met1.png
The bar under the picture is 20 um long.
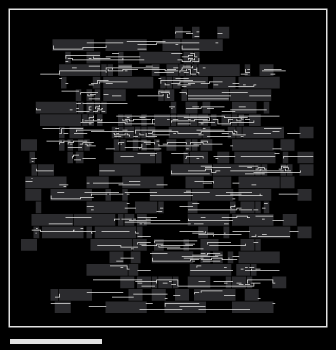
met2.png
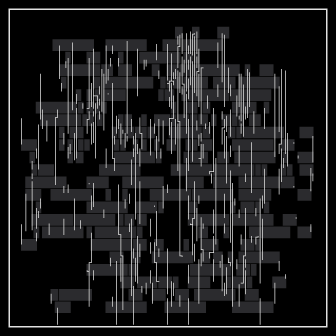
`src/rtl/mcu_gpio_pkg.sv`:
```
// Shared types and constants for the MCU GPIO receive bridge.
package mcu_gpio_pkg;

  localparam int unsigned DEF_DATA_W  = 8;
  localparam int unsigned DEF_TIMEOUT = 1024;

  typedef enum logic [1:0] {
    ST_IDLE  = 2'd0,
    ST_SHIFT = 2'd1,
    ST_PAR   = 2'd2
  } state_e;

  // Number of bits needed to hold values 0..v-1
  function automatic int unsigned clog2(input int unsigned v);
    int unsigned r;
    r = 0;
    for (int i = 0; i < 32; i++) begin
      if ((64'(1) << i) < 64'(v)) r = i + 1;
    end
    return r;
  endfunction

endpackage

```
`src/rtl/mcu_gpio_rx_bridge_if.sv`:
```
// Received-word valid/ready port; optional rx_parity_err under MCU_GPIO_RX_PARITY_EN.
interface mcu_gpio_rx_bridge_if #(
  parameter int unsigned DATA_W = 8
) ();

  logic [DATA_W-1:0] rx_data;
  logic              rx_valid;
  logic              rx_ready;
  logic              rx_overflow;
  logic              rx_timeout;
`ifdef MCU_GPIO_RX_PARITY_EN
  logic              rx_parity_err;

  modport master (output rx_data, rx_valid, rx_overflow, rx_timeout, rx_parity_err,
                  input  rx_ready);
  modport slave  (input  rx_data, rx_valid, rx_overflow, rx_timeout, rx_parity_err,
                  output rx_ready);
`else
  modport master (output rx_data, rx_valid, rx_overflow, rx_timeout,
                  input  rx_ready);
  modport slave  (input  rx_data, rx_valid, rx_overflow, rx_timeout,
                  output rx_ready);
`endif

endinterface

```
`src/rtl/mcu_gpio_sync.sv`:
```
// Pin mask, synchroniser and registered rising-edge detect for one MCU GPIO pin.
module mcu_gpio_sync #(
  parameter int unsigned SYNC_STAGES = 2
) (
  input  logic clk,
  input  logic rst_n,
  input  logic out_i,
  input  logic oe_n_i,
  output logic level_o,
  output logic rise_o
);

  logic                   pin_c;
  logic [SYNC_STAGES-1:0] sync_q;
  logic                   lvl_q;
  logic                   rise_q;

  // An undriven pin reads as 0
  assign pin_c = out_i & ~oe_n_i;

  // Synchroniser chain; level and rise pulse are aligned one stage past the chain
  always_ff @(posedge clk or negedge rst_n) begin
    if (!rst_n) begin
      sync_q <= '0;
      lvl_q  <= 1'b0;
      rise_q <= 1'b0;
    end else begin
      sync_q <= {sync_q[SYNC_STAGES-2:0], pin_c};
      lvl_q  <= sync_q[SYNC_STAGES-1];
      rise_q <= sync_q[SYNC_STAGES-1] & ~lvl_q;
    end
  end

  assign level_o = lvl_q;
  assign rise_o  = rise_q;

endmodule

```
`src/rtl/mcu_gpio_rx_bridge.sv`:
```
// Bit-banged 2-wire receiver: gpio_h1 strobe, gpio_h0 data, MSB-first words.
// Optional even-parity bit per word when MCU_GPIO_RX_PARITY_EN is defined.
module mcu_gpio_rx_bridge
  import mcu_gpio_pkg::*;
#(
  parameter int unsigned DATA_W      = DEF_DATA_W,
  parameter int unsigned TIMEOUT     = DEF_TIMEOUT,
  parameter int unsigned SYNC_STAGES = 2
) (
  input  logic                 clk,
  input  logic                 rst_n,
  input  logic                 gpio_h0_out_i,
  input  logic                 gpio_h0_oe_n_i,
  input  logic                 gpio_h1_out_i,
  input  logic                 gpio_h1_oe_n_i,
  output logic                 gpio_h0_in_o,
  output logic                 gpio_h1_in_o,
  mcu_gpio_rx_bridge_if.master rx_if
);

  localparam int unsigned CNT_W = clog2(DATA_W);
  localparam int unsigned TMR_W = clog2(TIMEOUT);

  logic strb_rise, strb_lvl, data_rise, data_lvl;
  logic sync_unused;

  state_e            state_q, state_d;
  logic [CNT_W-1:0]  cnt_q, cnt_d;
  logic [DATA_W-1:0] shift_q, shift_d;
  logic [TMR_W-1:0]  tmr_q, tmr_d;
  logic [DATA_W-1:0] data_q, data_d;
  logic              valid_q, valid_d;
  logic              ack_q, ack_d;
  logic              ovf_q, ovf_d;
  logic              tmo_q, tmo_d;
`ifdef MCU_GPIO_RX_PARITY_EN
  logic              perr_q, perr_d;
`endif

  logic              hs_c;
  logic              done_c;
  logic [DATA_W-1:0] word_c;
  logic [DATA_W-1:0] shift_nxt_c;

  mcu_gpio_sync #(.SYNC_STAGES(SYNC_STAGES)) u_sync_strb (
    .clk    (clk),
    .rst_n  (rst_n),
    .out_i  (gpio_h1_out_i),
    .oe_n_i (gpio_h1_oe_n_i),
    .level_o(strb_lvl),
    .rise_o (strb_rise)
  );

  mcu_gpio_sync #(.SYNC_STAGES(SYNC_STAGES)) u_sync_data (
    .clk    (clk),
    .rst_n  (rst_n),
    .out_i  (gpio_h0_out_i),
    .oe_n_i (gpio_h0_oe_n_i),
    .level_o(data_lvl),
    .rise_o (data_rise)
  );

  assign sync_unused = strb_lvl ^ data_rise;
  assign shift_nxt_c = {shift_q[DATA_W-2:0], data_lvl};

  // State and output registers
  always_ff @(posedge clk or negedge rst_n) begin
    if (!rst_n) begin
      state_q <= ST_IDLE;
      cnt_q   <= '0;
      shift_q <= '0;
      tmr_q   <= '0;
      data_q  <= '0;
      valid_q <= 1'b0;
      ack_q   <= 1'b0;
      ovf_q   <= 1'b0;
      tmo_q   <= 1'b0;
`ifdef MCU_GPIO_RX_PARITY_EN
      perr_q  <= 1'b0;
`endif
    end else begin
      state_q <= state_d;
      cnt_q   <= cnt_d;
      shift_q <= shift_d;
      tmr_q   <= tmr_d;
      data_q  <= data_d;
      valid_q <= valid_d;
      ack_q   <= ack_d;
      ovf_q   <= ovf_d;
      tmo_q   <= tmo_d;
`ifdef MCU_GPIO_RX_PARITY_EN
      perr_q  <= perr_d;
`endif
    end
  end

  // Next state: strobe edge beats timeout; completion loads or overflows the holding register
  always_comb begin
    state_d = state_q;
    cnt_d   = cnt_q;
    shift_d = shift_q;
    tmr_d   = tmr_q;
    data_d  = data_q;
    valid_d = valid_q;
    ack_d   = ack_q;
    ovf_d   = 1'b0;
    tmo_d   = 1'b0;
`ifdef MCU_GPIO_RX_PARITY_EN
    perr_d  = 1'b0;
`endif
    done_c  = 1'b0;
    word_c  = shift_nxt_c;
    hs_c    = valid_q & rx_if.rx_ready;

    if (hs_c) begin
      valid_d = 1'b0;
      ack_d   = ~ack_q;
    end

    if (state_q != ST_IDLE && tmr_q != '1) tmr_d = tmr_q + TMR_W'(1);

    if (strb_rise) begin
      tmr_d = '0;
      case (state_q)
        ST_IDLE: begin
          shift_d = DATA_W'(data_lvl);
          cnt_d   = CNT_W'(1);
          state_d = ST_SHIFT;
        end
        ST_SHIFT: begin
          shift_d = shift_nxt_c;
          if (cnt_q == CNT_W'(DATA_W - 1)) begin
            cnt_d = '0;
`ifdef MCU_GPIO_RX_PARITY_EN
            state_d = ST_PAR;
`else
            state_d = ST_IDLE;
            done_c  = 1'b1;
`endif
          end else begin
            cnt_d = cnt_q + CNT_W'(1);
          end
        end
`ifdef MCU_GPIO_RX_PARITY_EN
        ST_PAR: begin
          state_d = ST_IDLE;
          shift_d = '0;
          word_c  = shift_q;
          if (^{shift_q, data_lvl}) perr_d = 1'b1;
          else                      done_c = 1'b1;
        end
`endif
        default: state_d = ST_IDLE;
      endcase
    end else if (state_q != ST_IDLE && tmr_q == TMR_W'(TIMEOUT - 1)) begin
      state_d = ST_IDLE;
      shift_d = '0;
      cnt_d   = '0;
      tmr_d   = '0;
      tmo_d   = 1'b1;
    end

    if (done_c) begin
      if (!valid_q || hs_c) begin
        data_d  = word_c;
        valid_d = 1'b1;
      end else begin
        ovf_d = 1'b1;
      end
    end
  end

  assign gpio_h0_in_o      = valid_q;
  assign gpio_h1_in_o      = ack_q;
  assign rx_if.rx_data     = data_q;
  assign rx_if.rx_valid    = valid_q;
  assign rx_if.rx_overflow = ovf_q;
  assign rx_if.rx_timeout  = tmo_q;
`ifdef MCU_GPIO_RX_PARITY_EN
  assign rx_if.rx_parity_err = perr_q;
`endif

endmodule

```
`src/flat_wrapper.sv`:
```
// flat-port wrapper written by rule: the top's interface ports become plain ports
module mcu_gpio_rx_bridge_flat import mcu_gpio_pkg::*;
#(
  parameter int unsigned DATA_W      = DEF_DATA_W,
  parameter int unsigned TIMEOUT     = DEF_TIMEOUT,
  parameter int unsigned SYNC_STAGES = 2
)
  (clk, rst_n, gpio_h0_out_i, gpio_h0_oe_n_i, gpio_h1_out_i, gpio_h1_oe_n_i, gpio_h0_in_o, gpio_h1_in_o, rx_if_rx_data, rx_if_rx_valid, rx_if_rx_overflow, rx_if_rx_timeout, rx_if_rx_ready);
  mcu_gpio_rx_bridge_if #(.DATA_W(DATA_W)) rx_if_i ();
  input  logic clk;
  input  logic rst_n;
  input  logic gpio_h0_out_i;
  input  logic gpio_h0_oe_n_i;
  input  logic gpio_h1_out_i;
  input  logic gpio_h1_oe_n_i;
  output logic gpio_h0_in_o;
  output logic gpio_h1_in_o;
  output wire logic [$bits(rx_if_i.rx_data)-1:0] rx_if_rx_data;
  output wire logic [$bits(rx_if_i.rx_valid)-1:0] rx_if_rx_valid;
  output wire logic [$bits(rx_if_i.rx_overflow)-1:0] rx_if_rx_overflow;
  output wire logic [$bits(rx_if_i.rx_timeout)-1:0] rx_if_rx_timeout;
  input wire logic [$bits(rx_if_i.rx_ready)-1:0] rx_if_rx_ready;
  assign rx_if_rx_data = rx_if_i.rx_data;
  assign rx_if_rx_valid = rx_if_i.rx_valid;
  assign rx_if_rx_overflow = rx_if_i.rx_overflow;
  assign rx_if_rx_timeout = rx_if_i.rx_timeout;
  assign rx_if_i.rx_ready = rx_if_rx_ready;
  mcu_gpio_rx_bridge #(.DATA_W(DATA_W), .TIMEOUT(TIMEOUT), .SYNC_STAGES(SYNC_STAGES)) u_core (.clk(clk), .rst_n(rst_n), .gpio_h0_out_i(gpio_h0_out_i), .gpio_h0_oe_n_i(gpio_h0_oe_n_i), .gpio_h1_out_i(gpio_h1_out_i), .gpio_h1_oe_n_i(gpio_h1_oe_n_i), .gpio_h0_in_o(gpio_h0_in_o), .gpio_h1_in_o(gpio_h1_in_o), .rx_if(rx_if_i));
endmodule
```
`config.mk`:
```
export PLATFORM = sky130hd
export DESIGN_NAME = mcu_gpio_rx_bridge_flat
export DESIGN_NICKNAME = d
export VERILOG_FILES = /design/src/rtl/mcu_gpio_pkg.sv /design/src/rtl/mcu_gpio_rx_bridge_if.sv /design/src/rtl/mcu_gpio_sync.sv /design/src/rtl/mcu_gpio_rx_bridge.sv /design/src/flat_wrapper.sv
export SDC_FILE = /design/constraint.sdc
export NUM_CORES = 1
export LEC_CHECK = 0
export ABC_AREA = 1
export CAP_MARGIN = 20
export CORE_MARGIN = 2
export CORE_UTILIZATION = 40
export DETAILED_ROUTE_END_ITERATION = 16
export HOLD_SLACK_MARGIN = 0.08
export SYNTH_ARGS = -nofsm -noshare
export SYNTH_HDL_FRONTEND = slang
export SYNTH_SLANG_ARGS = --single-unit
```
`constraint.sdc`:
```
create_clock -name clk -period 1.4 [get_ports clk]
set_input_delay 0.28 -clock clk [delete_from_list [all_inputs] [get_ports clk]]
set_output_delay 0.28 -clock clk [all_outputs]
set_load 0.01 [all_outputs]
```
==> flow_metrics.env <==
# implementation run metrics
export IMPL_hold_viol=0
export IMPL_common_cells="dfrtp_1, nand2_1, inv_1, nor2_1, o22ai_1"
export IMPL_top_register="u_core.tmr_q"
export IMPL_post_cts_resized=13
export IMPL_maxPowerGroup="registers"
export IMPL_fin_crit_sh_pct=93.9
export IMPL_synth_top_cell_by_count="dfrtp_1"
export IMPL_powerSeq_w=0.00149
export IMPL_clkPwrFrac_pct=29.2
export IMPL_nClkBuffers=6
export IMPL_nets=212
export IMPL_topCombFamilyByArea="simple AND/OR/NAND/NOR gates"
export IMPL_seqPwrFrac_pct=48.3
export IMPL_num_rows=23
export IMPL_die_area_um2=4740
export IMPL_slowest_stage="dfrtp_1"
export IMPL_regArea_um2=1000
export IMPL_hold_depth=0
export IMPL_syn_area_um2=1680
export IMPL_fp_dieH_um=68.9
export IMPL_cts_sinks=40
export IMPL_syn_nets=179
export IMPL_ff_type="dfrtp_1"
export IMPL_path_cells="ha_2, inv_1, nor2_2, nand3_2, nand2_2, buf_4, o21ai_0"
export IMPL_ys_seq_share_pct=59.5
export IMPL_power_static_leakage_nw=1.06
export IMPL_dp_cells=238
export IMPL_slew_headroom_pct=77.0
export IMPL_maxCapViolCount=0
export IMPL_wl_per_cell_um=11.8
export IMPL_path_delay_family="flip-flops"
export IMPL_hold_end="u_core.u_sync_data.level_o"
export IMPL_mi_logic_area_um2=588
export IMPL_seq_share_pct=46.9
export IMPL_area_growth_pct=26.7
export IMPL_rr_worst_depth=7
export IMPL_top_area_share_pct=59.5
export IMPL_p_comb_w=0.000695
export IMPL_clockNetworkAreaShare_pct=5.05
export IMPL_buffers=29
export IMPL_grt_pass1_wl_um=4800
export IMPL_grt_overflow=0
export IMPL_final_common_cell="dfrtp_1"
export IMPL_antenna_found_initial=0
export IMPL_comb_area_share_pct=27.6
export IMPL_ant_nets=0
export IMPL_clock_latency_ns=0.29
export IMPL_io_pins=20
export IMPL_largestClassByArea="sequential cells"
export IMPL_fp_util_pct=41.8
export IMPL_syn_area_per_cell_um2=9.96
export IMPL_largest_reg_flops=10
export IMPL_grt_pass1_vias=1149
export IMPL_r2r_slack_ns=0.09
export IMPL_worstSetupPathDepth=7
export IMPL_tool_warnings=26
export IMPL_yosys_area_top_type="dfrtp_1"
export IMPL_end_kind="flip-flop"
export IMPL_taps=50
export IMPL_coreArea_um2=4030
export IMPL_clk_path_buf_depth=2
export IMPL_r2r_end="u_core.tmr_q[1]"
export IMPL_skew_ns=0.00614
export IMPL_power_frac_comb_pct=22.5
export IMPL_htreeDepth=2
export IMPL_crit_buf_inv=2
export IMPL_switchingPower_w=0.000877
export IMPL_yosys_cells=169
export IMPL_setup_viol=0
export IMPL_crit_arrival_ns=1.48
export IMPL_drtIter0Drc=36
export IMPL_dp_hpwl_um=2020
export IMPL_hold_class="flip-flop to flip-flop"
export IMPL_synth_simple_area_share_pct=19.6
export IMPL_grt_max_degree=41
export IMPL_inverters=27
export IMPL_worstPathRequired_ns=1.56
export IMPL_diodes=0
export IMPL_fmax_mhz=760
export IMPL_ys_warn_count=0
export IMPL_ys_seq_elements=40
export IMPL_status="completed"
export IMPL_mostFrequentLayoutCells="dfrtp_1, nand2_1, inv_1, nor2_1, dlygate4sd2_1"
export IMPL_placed_area_um2=1950
export IMPL_comb_cells=99
About met1.png:
The layer holds 44% of the routed length. The layer carries 1,300 um of wire.

About met2.png:
178 nets have wire on it. The longest straight run is 29.2 um. The layer holds 49% of the routed length.

[per-stage QoR]
step | hold slack (ns) | setup slack (ns) | utilization (%) | TNS (ns)
after floorplan | -0.0156 | 0.115 | - | 0
after global placement | 0.261 | 0.0376 | 48.4 | 0
after detailed placement | 0.268 | 0.0220 | 48.4 | 0
after CTS | 0.353 | 0.00976 | 50.9 | 0
after global routing | 0.358 | -0.0222 | 52.9 | -0.113
final | 0.350 | 0.0851 | 52.9 | 0
[per-layer routing]
metal | GRT usage [%] | wire (um)
met5 | 0 | 0
met4 | 8.58 | 65
met3 | 5.03 | 136
met2 | 24.0 | 1470
met1 | 15.7 | 1300
